$ cat src/rtl/run_sequencer.sv
// Host-side batch sequencer for the processor start/halt handshake: pulses start,
// measures RUN cycles until halt (or timeout) and reports one record per program.
module run_sequencer #(
    parameter int               START_CYCLES = 2,
    parameter int               CNT_W        = 16,
    parameter logic [CNT_W-1:0] TIMEOUT      = 16'd4095,
    parameter int               NUM_PROGS    = 3,
    parameter int               PROG_W       = 2
) (
    input  logic              CLK,
    input  logic              reset,
    input  logic              run_req,
    input  logic              abort,
    input  logic              halt,
    output logic              start,
    output logic [PROG_W-1:0] prog_sel,
    output logic              busy,
    output logic              res_valid,
    output logic [CNT_W-1:0]  res_cycles,
    output logic              res_timeout,
    output logic              batch_done
);

    localparam int SC_W = (START_CYCLES > 1) ? $clog2(START_CYCLES) : 1;
    localparam logic [SC_W-1:0]   SC_LAST   = SC_W'(START_CYCLES - 1);
    localparam logic [SC_W-1:0]   SC_ONE    = SC_W'(1);
    localparam logic [PROG_W-1:0] PROG_LAST = PROG_W'(NUM_PROGS - 1);
    localparam logic [PROG_W-1:0] PROG_ONE  = PROG_W'(1);
    localparam logic [CNT_W-1:0]  CNT_ONE   = CNT_W'(1);

    typedef enum logic [1:0] {
        S_IDLE   = 2'd0,
        S_START  = 2'd1,
        S_RUN    = 2'd2,
        S_REPORT = 2'd3
    } state_t;

    state_t            state_q, state_d;
    logic              start_q, start_d;
    logic [PROG_W-1:0] prog_sel_q, prog_sel_d;
    logic              busy_q, busy_d;
    logic              res_valid_q, res_valid_d;
    logic [CNT_W-1:0]  res_cycles_q, res_cycles_d;
    logic              res_timeout_q, res_timeout_d;
    logic              batch_done_q, batch_done_d;
    logic [SC_W-1:0]   scnt_q, scnt_d;
    logic [CNT_W-1:0]  cnt_q, cnt_d;

    // Next-state and next-output computation for the batch FSM.
    always_comb begin
        state_d       = state_q;
        start_d       = start_q;
        prog_sel_d    = prog_sel_q;
        busy_d        = busy_q;
        res_valid_d   = 1'b0;
        res_cycles_d  = res_cycles_q;
        res_timeout_d = res_timeout_q;
        batch_done_d  = 1'b0;
        scnt_d        = scnt_q;
        cnt_d         = cnt_q;

        if ((state_q != S_IDLE) && abort) begin
            state_d = S_IDLE;
            start_d = 1'b0;
            busy_d  = 1'b0;
        end else begin
            case (state_q)
                S_IDLE: begin
                    if (run_req && !abort) begin
                        state_d    = S_START;
                        start_d    = 1'b1;
                        busy_d     = 1'b1;
                        prog_sel_d = {PROG_W{1'b0}};
                        scnt_d     = {SC_W{1'b0}};
                    end else begin
                        state_d = S_IDLE;
                    end
                end
                S_START: begin
                    if (scnt_q == SC_LAST) begin
                        state_d = S_RUN;
                        start_d = 1'b0;
                        cnt_d   = {CNT_W{1'b0}};
                    end else begin
                        scnt_d = scnt_q + SC_ONE;
                    end
                end
                S_RUN: begin
                    // A zero count marks the blanking cycle, where halt is not yet trusted.
                    if (cnt_q == {CNT_W{1'b0}}) begin
                        cnt_d = cnt_q + CNT_ONE;
                    end else if (halt || (cnt_q == TIMEOUT)) begin
                        state_d       = S_REPORT;
                        res_valid_d   = 1'b1;
                        res_cycles_d  = cnt_q;
                        res_timeout_d = !halt;
                        batch_done_d  = (prog_sel_q == PROG_LAST);
                    end else begin
                        cnt_d = cnt_q + CNT_ONE;
                    end
                end
                S_REPORT: begin
                    if (prog_sel_q == PROG_LAST) begin
                        state_d = S_IDLE;
                        busy_d  = 1'b0;
                    end else begin
                        state_d    = S_START;
                        start_d    = 1'b1;
                        prog_sel_d = prog_sel_q + PROG_ONE;
                        scnt_d     = {SC_W{1'b0}};
                    end
                end
                default: begin
                    state_d = S_IDLE;
                    start_d = 1'b0;
                    busy_d  = 1'b0;
                end
            endcase
        end
    end

    // State and registered outputs; reset clears everything without waiting for a clock.
    always_ff @(posedge CLK or negedge reset) begin
        if (!reset) begin
            state_q       <= S_IDLE;
            start_q       <= 1'b0;
            prog_sel_q    <= {PROG_W{1'b0}};
            busy_q        <= 1'b0;
            res_valid_q   <= 1'b0;
            res_cycles_q  <= {CNT_W{1'b0}};
            res_timeout_q <= 1'b0;
            batch_done_q  <= 1'b0;
            scnt_q        <= {SC_W{1'b0}};
            cnt_q         <= {CNT_W{1'b0}};
        end else begin
            state_q       <= state_d;
            start_q       <= start_d;
            prog_sel_q    <= prog_sel_d;
            busy_q        <= busy_d;
            res_valid_q   <= res_valid_d;
            res_cycles_q  <= res_cycles_d;
            res_timeout_q <= res_timeout_d;
            batch_done_q  <= batch_done_d;
            scnt_q        <= scnt_d;
            cnt_q         <= cnt_d;
        end
    end

    assign start       = start_q;
    assign prog_sel    = prog_sel_q;
    assign busy        = busy_q;
    assign res_valid   = res_valid_q;
    assign res_cycles  = res_cycles_q;
    assign res_timeout = res_timeout_q;
    assign batch_done  = batch_done_q;

endmodule
$ cat config.mk
export PLATFORM = sky130hd
export DESIGN_NAME = run_sequencer
export DESIGN_NICKNAME = d
export VERILOG_FILES = /design/src/rtl/run_sequencer.sv
export SDC_FILE = /design/constraint.sdc
export NUM_CORES = 1
export LEC_CHECK = 0
export ABC_CLOCK_PERIOD_IN_PS = 6400
export CORE_MARGIN = 3
export CORE_UTILIZATION = 30
export DETAILED_ROUTE_END_ITERATION = 10
export PLACE_DENSITY = 0.58
export SETUP_SLACK_MARGIN = 0.1
export SLEW_MARGIN = 20
export SYNTH_ARGS = -nofsm -noshare
export SYNTH_HDL_FRONTEND = slang
export SYNTH_SLANG_ARGS = --single-unit
$ cat constraint.sdc
create_clock -name CLK -period 6.4 [get_ports CLK]
set_clock_uncertainty 0.15 [all_clocks]
set_input_delay 0.96 -clock CLK [delete_from_list [all_inputs] [get_ports CLK]]
set_output_delay 0.96 -clock CLK [all_outputs]
set_load 0.005 [all_outputs]
==> flow_summary_export.csv, run 1 <==
group,metric,value,unit
status,outcome,"finished, final reports clean",
global_routing,antenna_found_initial,0,
final_timing,setup_tns,0,ns
setup_path,path_depth,6,
global_routing,track_usage,12.5,%
placed_design,portBuffers,27,
final_timing,finalClockPeriodUsage,45.6,%
drt,firstDrtPassIters,4,
final_timing,max_freq,0.343,GHz
cells_and_area,seqCellArea,1050,um2
final_timing,min_period,2.92,ns
global_routing,grt_pass1_vias,1799,
floorplan,fp.dieW,93.3,um
pwr,vdd_drop_max,0.161,mV
worst_hold_path,min_path_cells,1,
placed_design,gp_congestion,0.816,
floorplan,dieArea,8700,um2
setup_path,path_delay_family,"simple AND/OR/NAND/NOR gates",
synth,syn_area,2290,um2
final_timing,slew_headroom,32.1,%
worst_hold_path,min_path_type,"reg -> reg",
synth,synth-edff-count,0,
run,log.warning_count,30,
synth,syn_nets,225,
clocking,cts_hold_buf,0,
setup_path,arrival,2.95,ns
final_timing,rsz0062_at_grt,"no",
setup_path,cp.required,6.43,ns
global_routing,grt_start_max_net_pins,43,
cells_and_area,finalInstanceArea,2700,um2
cells_and_area,fin_util,36.9,%
clocking,cts_buffers,5,
cells_and_area,drive_above_1_share,15.8,%
pwr,leakage,1.15,nW
clocking,cts_resized,0,
global_routing,grt_pass1_wl,8800,um
clocking,clk_latency,0.29,ns
cells_and_area,nFillCells,729,
drt,wl_per_cell,14.2,um
placed_design,dpl.hpwl,3330,um
synth,synthFlopType,"dfrtp_1",
synth,synth-seq-cells,42,
setup_path,cp-start-kind,"flop",
clocking,cts-root-buf,"clkbuf_8",
floorplan,row_count,31,
floorplan,dieHeight,93.3,um
run 1: path summary, 6_finish.rpt:
kind	startpoint	end	slack (ns)
max	cnt_q[0]	res_cycles[14]	3.48
min	start	start	0.35
max reg2reg	cnt_q[0]	res_cycles[14]	3.48
min reg2reg	start	start	0.35
max in group asynchronous	reset	cnt_q[4]	4.87
min in group asynchronous	reset	res_valid	0.66
run 1: area by class of cell:
class                   count  area share (%)
well taps                  99            4.58
clock buffers               7            2.82
flip-flops and latches     42            38.9
repair buffers             29            10.4
multi-input cells         149            41.4
inverters                  14            1.94
run 1: logic make-up after synthesis:
family / share of synthesized area [%]
AOI/OAI and AO/OA: 15.8
buffers and inverters: 5.09
DFF: 46.0
muxes: 12.4
adders and majority gates: 3.83
and+or+nand+nor: 16.9
run 1: worst reg2reg max path, stage by stage, from the launching register on:
cell,delay [ns]
dfrtp_1,0.44
ha_1,0.21
nand3_1,0.28
o41ai_4,0.67
and2_4,0.28
and3_4,0.39
mux2_2,0.38
run 1: registers in the layout, summed over array words and instances, names as in the netlist:
register     count
cnt_q           16
busy             1
batch_done       1
start            1
res_cycles      16
res_timeout      1
res_valid        1
state_q          2
scnt_q           1
prog_sel         2
run 1: metal layers:
metal	vias to the layer above	part of all wire (%)	global-route usage, %
met5	-	0	0
met4	0	1.6	4.40
met3	8	3.6	2.74
met2	29	46	18.7
met1	869	49	17.7
li1	850	-	-
run 1: power by group:
| group | switching (mW) | internal [mW] | total [mW] |
|---|---|---|---|
| clock network | 0.0884 | 0.0753 | 0.164 |
| registers | 0.0389 | 0.300 | 0.339 |
| logic | 0.173 | 0.143 | 0.316 |
run 1: cell usage after synthesis (2+ instances only):
cell type  count  area share (%)
a2111oi_0      2            0.77
a211oi_1       3            0.99
a21oi_1        7             1.5
a22o_1         3             1.1
a22oi_1        5             1.6
buf_12         2             1.8
clkbuf_1       5            0.82
dfrtp_1       42              46
ha_1           7             3.8
inv_1         14             2.3
mux2_2        11             5.4
mux2_4         8             5.3
mux2i_1        4             1.8
nand2_1       19             3.1
nand2b_1       2            0.55
nand3_1        9             2.0
nand4_1        4             1.1
nor2_1         4            0.66
nor2b_1        3            0.82
nor3_1         6             1.3
nor4_1         5             1.4
o211ai_1       3            0.99
o21ai_0       13             2.8
o22ai_1        3            0.82
o31a_2         3             1.3
or3_1          3            0.82
or4_2          3             1.1
run 1: through the flow:
step           setup slack [ns]  hold slack [ns]
5_1_grt                    3.29            0.383
4_1_cts                    3.47            0.358
6_report                   3.48            0.354
2_1_floorplan              3.75            0.334
3_5_place_dp               3.23            0.332
3_3_place_gp               3.27            0.340
run_1/met3.png
Scale: 4 px per um.
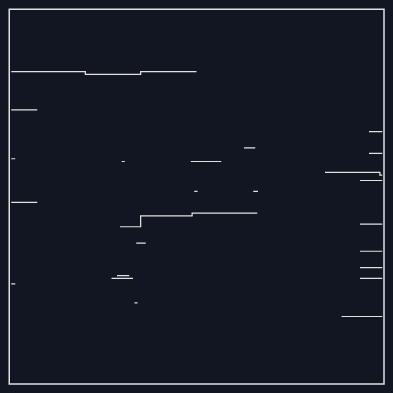
main direction	horizontal
wire length on this layer	176 um
share of all routed wire	3.6%
total wire length: 4830 um
met3 GRT Util: 2.74%
Vias: 1,756

run_1/clock_map.png
Scale: 4 px per um.
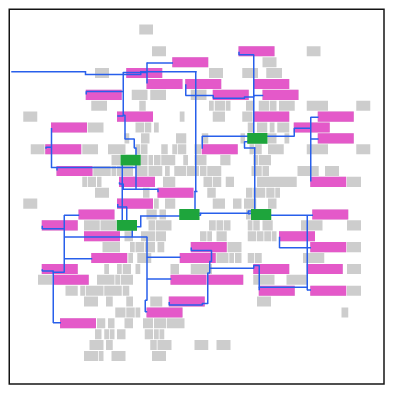
[green] cells driving clock nets | count: 5
[blue] clock wires | length: 601 um
[magenta] flip-flops | count: 42
routed clock nets	6

run_1/gate_families.png
Scale: 3 px per um.
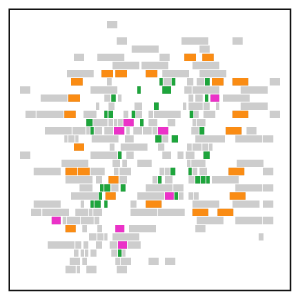
color	family	cells
orange	multiplexers	23
green	NAND gates	35
magenta	AND-OR and OR-AND gates	8
final non-filler cell total: 340
Commonest Layout Cell: dfrtp_1
Comb/total area: 41.4%

run_1/final_clocks.png
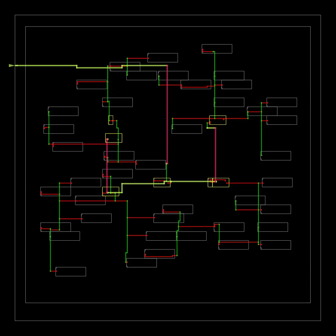

==> run 2: changes to the inputs <==
--- a/config.mk
+++ b/config.mk
@@ -5,11 +5,11 @@
 export SDC_FILE = /design/constraint.sdc
 export NUM_CORES = 1
 export LEC_CHECK = 0
-export ABC_CLOCK_PERIOD_IN_PS = 6400
+export ABC_CLOCK_PERIOD_IN_PS = 2470
 export CORE_MARGIN = 3
 export CORE_UTILIZATION = 30
 export DETAILED_ROUTE_END_ITERATION = 10
-export PLACE_DENSITY = 0.58
+export PLACE_DENSITY = 0.6
 export SETUP_SLACK_MARGIN = 0.1
 export SLEW_MARGIN = 20
 export SYNTH_ARGS = -nofsm -noshare
==> constraint.sdc (replaced) <==
create_clock -name CLK -period 2.47 [get_ports CLK]
set_clock_uncertainty 0.15 [all_clocks]
set_input_delay 0.3705 -clock CLK [delete_from_list [all_inputs] [get_ports CLK]]
set_output_delay 0.3705 -clock CLK [all_outputs]
set_load 0.005 [all_outputs]
run_2/final_clocks.png
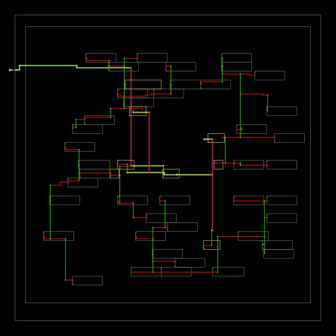
Num CTS Buffers: 5
clk sink count: 42

==> run 2 against run 1 <==
  * Routed wire length increased by 11%
  * Via count up 4.8%
  * Count of clock-buffer cells in the layout decreased by 2
  * Global-route usage grew 0.46 points
  * Critical path type unchanged
  * Largest cell class unchanged
  * Largest power group is now combinational logic
  * Highest routed layer unchanged
==> flow_summary_export.csv, run 2 <==
group,metric,value,unit
status,outcome,"finished, final reports clean",
synth,top_cell_area_share,46.0,%
floorplan,dieHeight,93.3,um
setup_path,path_delay_family,"simple AND/OR/NAND/NOR gates",
synth,synth-seq-cells,42,
global_routing,grt_pass1_wl,8900,um
pwr,leakage,1.35,nW
cells_and_area,finalInstanceArea,3070,um2
placed_design,portBuffers,27,
placed_design,dpl.hpwl,3770,um
cells_and_area,nFillCells,717,
global_routing,antenna_found_initial,0,
synth,yosys-top-cells-count,"dfrtp_1 (42), nand2_1 (19), inv_1 (14)",
drt,met1_length,2480,um
synth,syn_area,2290,um2
final_timing,slew_headroom,60.9,%
cells_and_area,fin_util,41.8,%
global_routing,grt_pass1_vias,1827,
floorplan,fp.dieW,93.3,um
floorplan,row_count,31,
synth,area_leaders,"dfrtp_1 (46%), mux2_2 (5.4%), mux2_4 (5.3%)",
placed_design,gp_congestion,0.871,
synth,synth-edff-count,0,
clocking,cts-root-buf,"clkbuf_8",
worst_hold_path,min_path_type,"reg -> reg",
final_timing,rsz0062_at_grt,"yes",
setup_path,arrival,2.42,ns
drt,wl_per_cell,14.5,um
final_timing,finalClockPeriodUsage,96.4,%
drt,vias,1840,
drt,firstDrtPassIters,4,
drt,dr_wl_met3,194,um
pwr,vdd_drop_max,0.397,mV
clocking,clk_latency,0.30,ns
synth,synth_area_leader_cell,"dfrtp_1",
drt,totalWireLength,5370,um
run_2/gate_families.png
Scale: 3 px per um.
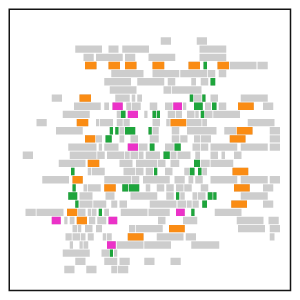
color	family	cells
magenta	AND-OR and OR-AND gates	8
orange	multiplexers	23
green	NAND gates	35
final non-filler cell total: 370
Comb/total area: 39.0%

## run 2: cell counts after synthesis
No cell type changed its count.
## run 2: cell families after synthesis
group                      Yosys count  synth area share [%]
and+or+nand+nor                     69                  16.9
muxes                               23                  12.4
DFF                                 42                  46.0
buffers and inverters               22                  5.09
AOI/OAI and AO/OA                   50                  15.8
adders and majority gates            7                  3.83
## run 2: cell type report
cell class | count | area, um2 | share of cell area, %
clock buffers | 5 | 68.8 | 2.24
clock inverters | 3 | 45.0 | 1.47
inverters | 14 | 52.6 | 1.71
multi-input cells | 149 | 1200 | 39.0
flip-flops and latches | 42 | 1050 | 34.4
well taps | 99 | 124 | 4.04
repair buffers | 58 | 526 | 17.1
## run 2: final timing paths
| kind | depth (start not counted) | slack [ns] | startpoint | end |
|---|---|---|---|---|
| max | 6 | 0.09 | cnt_q[13] | res_cycles[2] |
| min | 1 | 0.36 | start | start |
| max reg2reg | 6 | 0.09 | cnt_q[13] | res_cycles[2] |
| min reg2reg | 1 | 0.36 | start | start |
| max in group asynchronous | 3 | 1.11 | reset | cnt_q[0] |
| min in group asynchronous | 2 | 0.44 | reset | res_cycles[8] |
## run 2: routing by layer
metal | vias up | global-route usage [%]
met5 | - | 0
met4 | 0 | 5.25
met3 | 9 | 2.74
met2 | 35 | 20.7
met1 | 893 | 17.0
li1 | 903 | -
## run 2: repair_timing
item,in CTS,in global routing
buffers inserted,4,2
endpoints found under the setup margin,21,26
pin swaps,1,5
gates resized,5,12
hold buffers,1,0
endpoints found under the hold margin,24,0
## run 2: through the flow
stage,power [mW],setup WS (ns)
floorplan,1.45,-0.0791
CTS,2.42,0.0841
detailed placement,1.80,-0.0150
global route,2.62,0.0128
global placement,1.78,0.0431
finish,2.46,0.0888
## run 2: power by group
group	switching [mW]	internal (mW)	total (mW)	leakage (nW)
Combinational	0.507	0.510	1.02	0.724
Clock	0.255	0.301	0.556	0.0504
Sequential	0.103	0.782	0.884	0.571
No activity file was given, so power comes from the tool's default toggle rates.
